File: config.mk
export PLATFORM = sky130hd
export DESIGN_NAME = fetch_pc_unit
export DESIGN_NICKNAME = d
export VERILOG_FILES = /design/src/rtl/riscv_pkg.sv /design/src/rtl/fetch_counters.sv /design/src/rtl/fetch_pc_unit.sv
export SDC_FILE = /design/constraint.sdc
export NUM_CORES = 1
export LEC_CHECK = 0
export CORE_AREA = 2 2 191 99
export CTS_BUF_LIST = sky130_fd_sc_hd__clkbuf_4 sky130_fd_sc_hd__clkbuf_8 sky130_fd_sc_hd__clkbuf_16
export DETAILED_ROUTE_END_ITERATION = 6
export DIE_AREA = 0 0 193 101
export PLACE_DENSITY_LB_ADDON = 0.15
export SETUP_SLACK_MARGIN = 0.05
export SLEW_MARGIN = 20
export SYNTH_ARGS = -nofsm -noshare
export SYNTH_HDL_FRONTEND = slang
export SYNTH_HIERARCHICAL = 1
export SYNTH_SLANG_ARGS = --single-unit
File: constraint.sdc
create_clock -name clk -period 3.98 [get_ports clk]
set_clock_uncertainty 0.1 [all_clocks]
set_input_delay 0.995 -clock clk [delete_from_list [all_inputs] [get_ports clk]]
set_output_delay 0.995 -clock clk [all_outputs]
set_load 0.01 [all_outputs]
File: src/rtl/riscv_pkg.sv
// riscv_pkg: shared fetch constants, region encoding and the PC region decoder
package riscv_pkg;

    localparam logic [31:0] NOP_INST    = 32'h0000_0013;
    localparam logic [1:0]  PCSEL_SEQ   = 2'd0;
    localparam logic [1:0]  PCSEL_JMP   = 2'd1;
    localparam logic [1:0]  PCSEL_NT    = 2'd2;
    localparam logic [3:0]  REGION_BIOS = 4'h4;
    localparam logic [3:0]  REGION_IMEM = 4'h1;

    typedef enum logic [1:0] {
        REG_BIOS,
        REG_IMEM,
        REG_NONE
    } region_e;

    function automatic region_e decode_region(input logic [3:0] top_nibble);
        return (top_nibble == REGION_BIOS) ? REG_BIOS :
               (top_nibble == REGION_IMEM) ? REG_IMEM : REG_NONE;
    endfunction

endpackage

File: src/rtl/fetch_counters.sv
// fetch_counters: free-running cycle counter and retired-instruction counter with clear
module fetch_counters
    import riscv_pkg::*;
(
    input  logic        clk,
    input  logic        rst,
    input  logic        cnt_clr,
    input  logic        retire,
    output logic [31:0] cycle_cnt,
    output logic [31:0] instret_cnt
);

    logic [31:0] cycle_q, cycle_d;
    logic [31:0] instret_q, instret_d;

    // clear wins over the increment; both counters wrap naturally
    always_comb begin
        cycle_d   = cnt_clr ? 32'd0 : cycle_q + 32'd1;
        instret_d = cnt_clr ? 32'd0 : instret_q + {31'd0, retire};
    end

    // counter registers
    always_ff @(posedge clk) begin
        if (rst) begin
            cycle_q   <= 32'd0;
            instret_q <= 32'd0;
        end else begin
            cycle_q   <= cycle_d;
            instret_q <= instret_d;
        end
    end

    assign cycle_cnt   = cycle_q;
    assign instret_cnt = instret_q;

endmodule

File: src/rtl/fetch_pc_unit.sv
// fetch_pc_unit: PC owner, memory address drive, IF/D instruction select and PC/valid pipe to EX and WB
module fetch_pc_unit
    import riscv_pkg::*;
#(
    parameter logic [31:0] RESET_PC = 32'h4000_0000,
    parameter int          IMEM_AW  = 14,
    parameter int          BIOS_AW  = 12
) (
    input  logic               clk,
    input  logic               rst,
    input  logic [1:0]         pc_sel,
    input  logic [31:0]        alu_target,
    input  logic               stall,
    input  logic               cnt_clr,
    input  logic [31:0]        imem_dout,
    input  logic [31:0]        bios_dout,
    output logic [IMEM_AW-1:0] imem_addr,
    output logic [BIOS_AW-1:0] bios_addr,
    output logic [31:0]        inst_d,
    output logic [31:0]        pc_d,
    output logic [31:0]        pc_x,
    output logic [31:0]        pc4_wb,
    output logic [31:0]        cycle_cnt,
    output logic [31:0]        instret_cnt
);

    logic [31:0] pc_f_q, pc_next;
    logic [31:0] pc_x_q, pc4_wb_q;
    logic        v_x_q, v_wb_q;
    logic        redirect, v_d;
    region_e     region;

    // next PC: reset, then EX redirect (beats stall), then hold, then sequential;
    // the decode slot is valid only when not killed and the region is mapped
    always_comb begin
        redirect = pc_sel == PCSEL_JMP;
        pc_next  = rst      ? RESET_PC :
                   redirect ? (alu_target & 32'hFFFF_FFFC) :
                   stall    ? pc_f_q : pc_f_q + 32'd4;
        region   = decode_region(pc_f_q[31:28]);
        v_d      = !(rst || redirect || stall) && (region != REG_NONE);
        inst_d   = !v_d ? NOP_INST : (region == REG_BIOS) ? bios_dout : imem_dout;
    end

    // fetch PC follows pc_next so read data lines up with it next cycle
    always_ff @(posedge clk) begin
        pc_f_q <= pc_next;
    end

    // EX and WB stages never freeze; they advance every cycle
    always_ff @(posedge clk) begin
        if (rst) begin
            pc_x_q   <= 32'd0;
            pc4_wb_q <= 32'd0;
            v_x_q    <= 1'b0;
            v_wb_q   <= 1'b0;
        end else begin
            pc_x_q   <= pc_f_q;
            v_x_q    <= v_d;
            pc4_wb_q <= pc_x_q + 32'd4;
            v_wb_q   <= v_x_q;
        end
    end

    assign imem_addr = pc_next[IMEM_AW+1:2];
    assign bios_addr = pc_next[BIOS_AW+1:2];
    assign pc_d      = pc_f_q;
    assign pc_x      = pc_x_q;
    assign pc4_wb    = pc4_wb_q;

    fetch_counters u_cnt (
        .clk         (clk),
        .rst         (rst),
        .cnt_clr     (cnt_clr),
        .retire      (v_wb_q),
        .cycle_cnt   (cycle_cnt),
        .instret_cnt (instret_cnt)
    );

endmodule

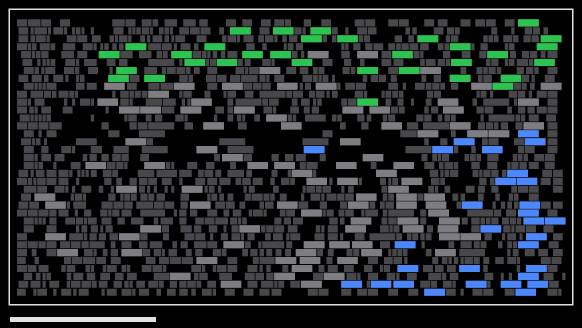
**Above:** run 1 (register map, names as in the netlist).
Scale bar: 50 µm. Other sequential cells in the stronger gray, the rest of the logic in the fainter gray.
Key: blue = `pc4_wb` [placed flops 30]; green = `u_cnt/cycle_cnt` [placed flops 32, where a horizontal strip, top]
Another 94 sequential cells are not colored.
Final Util: 0.657
sequential logic power: 1.67 mW
Seq area share: 0.265

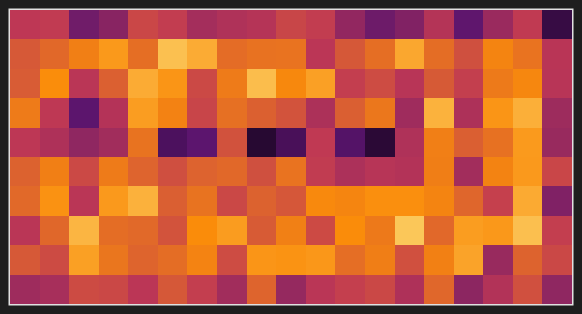
**Above:** run 1 (local utilization).
The die is cut into 19 by 10 equal tiles; black is low, pale yellow is high, 0 to 100% covered.
17% of the tiles are over 75% full. The mean over all tiles is 59%. The fullest tile reaches 88%.

==> flow_summary.ini, run 1 <==
; yosys + openroad results
[routing]
firstDrtPassIters = 5
wl_met1_mm = 13.7
highest-signal-layer = met5
wl_met3_mm = 2.35
drcViolationCount = 0
routed-via-count = 8214
wl_met2_mm = 11.6
drtAntennaViolNets = 0
drtIter0Drc = 624

[min_path]
hold_depth = 1
hold_path.class = flop to flop

[floorplanning]
tap_cells = 240
die_w_um = 193
core_area_um2 = 18000
io_pins = 320
die_y_um = 101
rows = 35
die_area_um2 = 19500

[clock_tree]
htreeDepth = 4
cts.sinks = 156
clk_latency_ns = 0.42
cts_buffers = 17
post_cts_buffers = 7
ctsResizeCount = 55
cts.clk_slew.worst_paths_ns = 0.08
hold_buffers = 0
cts_tree = done

[logic_synthesis]
yosys_cells = 924
edf_count = 0
avgSynthCellArea_um2 = 8.21
synth.distinct_cells = 47
yosys_warnings = 6
synth-adder-area-share = 0.00824
yosys-mux-area-fraction = 0.00412
yosys.area_share.simple = 0.324
logic_family = simple AND/OR/NAND/NOR gates
netlist.area_leader.share = 0.412
ys_seq_share = 0.412
top_cell = dfxtp_1
ys.flops = 156
ys_top_cells_by_count = dfxtp_1 (156), nand2_1 (104), nor2_1 (80)
flop_cell = dfxtp_1
synth.area.top_cells = dfxtp_1 (41%), nand2_1 (5.1%), a21oi_1 (5.1%), nor2_1 (4.0%), xor2_1 (3.6%)
synth_chip_area_um2 = 7590
synth_area_um2 = 7590

[cells_and_area]
diodes = 0
largest_class = logic gates
buffer_area_frac = 0.300
seq_cells = 156
nMultiInputCombCells = 685
lay_top_cells = clkdlybuf4s50_1 (260), dfxtp_1 (156), nand2_1 (104), nor2_1 (80), a21oi_1 (77)
register_area_um2 = 3120
clock_buffers = 17
comb_area_frac = 0.353
comb_area_um2 = 4160
n_all_buffers = 365
clkCellAreaFrac = 0.0520
stdcell_area_um2 = 11800

[power]
comb_power_share = 0.143
clockPowerShare = 0.427
static-leakage-power_nw = 4.39
pwr-share-seq = 0.430
pg_clk_mw = 1.66
internal_power_mw = 2.76
switchingPower_mw = 1.13
power.density_nw_per_um2 = 330
ir_drop_uv = 280
pg_comb_mw = 0.556
maxPowerGroup = registers

[placed_design]
place_congestion = 0.897
place_inst = 1444
dp_slack_ns = -0.337
io_buffers = 311
placed_cell_area_um2 = 11000
hpwl_mm = 20.8

[worst_setup_path]
worstSetupStartpoint = pc_sel[1]
critPathBufInv = 3
critPathMostFrequentCell = clkdlybuf4s50_1
worstPathRequired_ns = 2.88
start_kind = input pin
cp.depth = 6
regToRegSetupSlack_ns = 1.00
crit_fanout = 6
crit_end = inst_d[21]
cp_slowest_cell = clkdlybuf4s50_1
r2r-start = pc_d[3]$_DFF_P_
crit_chain = clkdlybuf4s50_1, nand2b_4, nand4_1, buf_6, a21oi_1, clkdlybuf4s50_1
r2r_cells = 8
critical_path.endpoint_type = output pin

[global_routing]
grt_pass1_vias = 7360
grt_first_pass_wirelength_mm = 41.8
grt_overflow = 0
antenna_found_initial = 1
top_usage_layer = met1
grt_max_degree = 73

[final_timing]
rsz0062_at_grt = true
min_period_ns = 3.89
hold_viol = 0
final_max_slew_viol_count = 0
tns_ns = 0
hold_ws_ns = 0.374
setup_violations = 0
fmax_mhz = 257
slew_headroom = 0.273
post-route-period-util = 0.977

[run]
openroad.warnings = 31
max-cap-violations = 0

[run_status]
status = finished, final reports clean
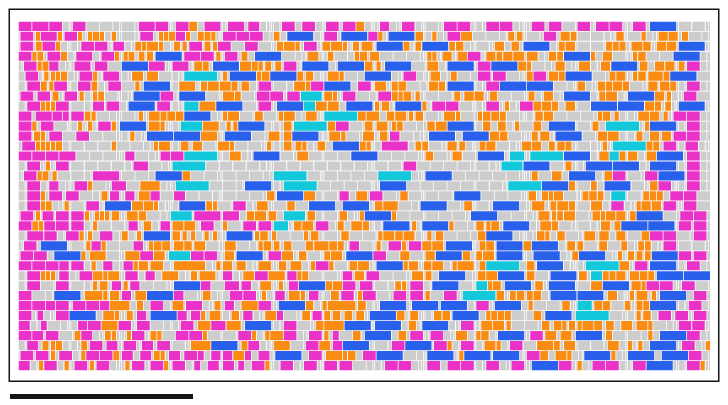
**Above:** run 1 (cell classes on the final placement).
Scale bar: 50 µm. Fill, decap, tap and diode cells in gray.
Key: magenta = other buffers and delay cells [cells 365]; blue = flip-flops [cells 156]; cyan = clock drivers and dummy loads [cells 32]; orange = all other logic [cells 698]

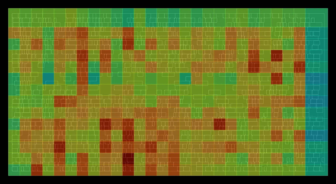
**Above:** run 1 (track usage over the die).
met1 Usage GRT: 0.433
grt met3 use: 0.0620
met2 Use GR: 0.390
Tot GR Track Use: 0.279
wire per inst: 18.7 µm

**Run 1: routed metal, one color a layer**

Scale bar: 50 µm. Only two layers are drawn.
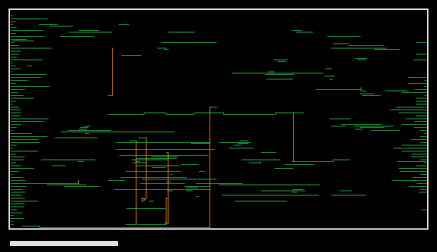

==> run 2: changes to the inputs <==
--- a/config.mk
+++ b/config.mk
@@ -5,10 +5,10 @@
 export SDC_FILE = /design/constraint.sdc
 export NUM_CORES = 1
 export LEC_CHECK = 0
-export CORE_AREA = 2 2 191 99
+export CORE_AREA = 2 2 212 110
 export CTS_BUF_LIST = sky130_fd_sc_hd__clkbuf_4 sky130_fd_sc_hd__clkbuf_8 sky130_fd_sc_hd__clkbuf_16
 export DETAILED_ROUTE_END_ITERATION = 6
-export DIE_AREA = 0 0 193 101
+export DIE_AREA = 0 0 214 112
 export PLACE_DENSITY_LB_ADDON = 0.15
 export SETUP_SLACK_MARGIN = 0.05
 export SLEW_MARGIN = 20
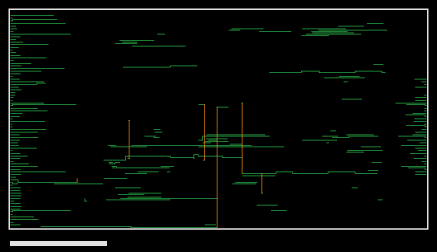
**Above:** run 2 (routed metal, one color a layer).
Scale bar: 50 µm. Only two layers are drawn.
Key: orange = met4 [wire length 158 µm]; green = met3 [wire length 2,270 µm]

==> flow_summary.ini, run 2 <==
; yosys + openroad results
[run_status]
status = finished, final reports clean

[logic_synthesis]
synth_async_sr_flop_share = 0
ys_seq_share = 0.412
synth-adder-area-share = 0.00824
ys.flops = 156
avgSynthCellArea_um2 = 8.21
netlist.area_leader.share = 0.412
yosys_warnings = 6
synth.distinct_cells = 47
edf_count = 0
yosys_cells = 924
yosys.area_share.simple = 0.324
synth_chip_area_um2 = 7590
synth.area.top_cells = dfxtp_1 (41%), nand2_1 (5.1%), a21oi_1 (5.1%), nor2_1 (4.0%), xor2_1 (3.6%)

[cells_and_area]
stdcell_area_um2 = 11700
drive_gt1_frac = 0.0773
nMultiInputCombCells = 685
largest_class = logic gates
n_all_buffers = 343
diodes = 0
comb_area_frac = 0.356
comb_area_um2 = 4170
clkCellAreaFrac = 0.0549
clock_buffers = 18
buffer_area_frac = 0.285

[placed_design]
dp_slack_ns = -0.350
hpwl_mm = 22.0
place_congestion = 0.861
placed_cell_area_um2 = 11000
place_inst = 1504

[floorplanning]
tap_cells = 307
rows = 39
die_area_um2 = 24000
die_w_um = 214
core_area_um2 = 22200
io_pins = 320

[clock_tree]
cts.clk_slew.worst_paths_ns = 0.06
clk_latency_ns = 0.44
ctsResizeCount = 69
cts_buffers = 17
hold_buffers = 0
cts.sinks = 156
cts_tree = done
post_cts_buffers = 0

[final_timing]
slew_headroom = 0.342
final_max_slew_viol_count = 0
hold_ws_ns = 0.387
fmax_mhz = 263
min_period_ns = 3.80
setup_violations = 0
tns_ns = 0

[worst_setup_path]
crit_fanout = 16
critPathMostFrequentCell = clkdlybuf4s50_1
r2r_cells = 5
cp.depth = 6
regToRegSetupSlack_ns = 1.14
r2r-start = u_cnt/instret_cnt[0]$_SDFF_PP0_
critPathBufInv = 3
worstPathRequired_ns = 2.88
critical_path.endpoint_type = output pin
crit_end = inst_d[17]
crit_chain = clkdlybuf4s50_1, nand2b_4, nand4_1, buf_6, a21oi_1, clkdlybuf4s50_1
cp_slowest_cell = clkdlybuf4s50_1
worstSetupStartpoint = pc_sel[1]

[power]
clockPowerShare = 0.451
switchingPower_mw = 1.04
internal_power_mw = 2.97
ir_drop_uv = 284
pg_comb_mw = 0.526
static-leakage-power_nw = 4.23
pg_clk_mw = 1.81
power.density_nw_per_um2 = 343
pwr-share-seq = 0.418

[global_routing]
top_usage_layer = met1
gr-usage-met3 = 0.0776
track_usage = 0.240
antenna_found_initial = 1
grt_max_degree = 77
grt_first_pass_wirelength_mm = 44.3

[routing]
wl_per_cell_um = 18.7
wl_met1_mm = 14.6
wl_met3_mm = 2.27
firstDrtPassIters = 5
drcViolationCount = 0
drtIter0Drc = 737
highest-signal-layer = met5
drtAntennaViolNets = 0
routed-via-count = 8011
wl_met2_mm = 11.8

[min_path]
hold_depth = 2

[run]
max-cap-violations = 0
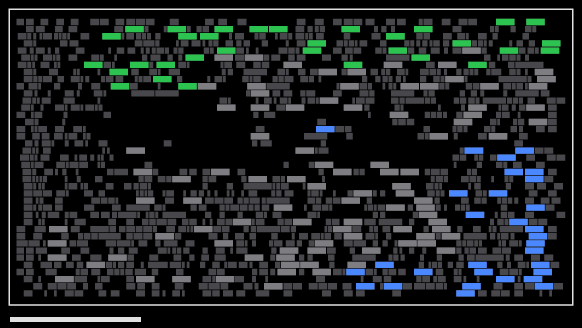
**Above:** run 2 (register map, names as in the netlist).
Scale bar: 50 µm. Other sequential cells in the stronger gray, the rest of the logic in the fainter gray.
Key: blue = `pc4_wb` [placed flops 30]; green = `u_cnt/cycle_cnt` [placed flops 32, where a horizontal strip, top]
Another 94 sequential cells are not colored.
Final Util: 0.528
Seq area share: 0.267
sequential logic power: 1.68 mW
Seq. cell area: 3120 µm²

No activity file was given, so power comes from the tool's default toggle rates.
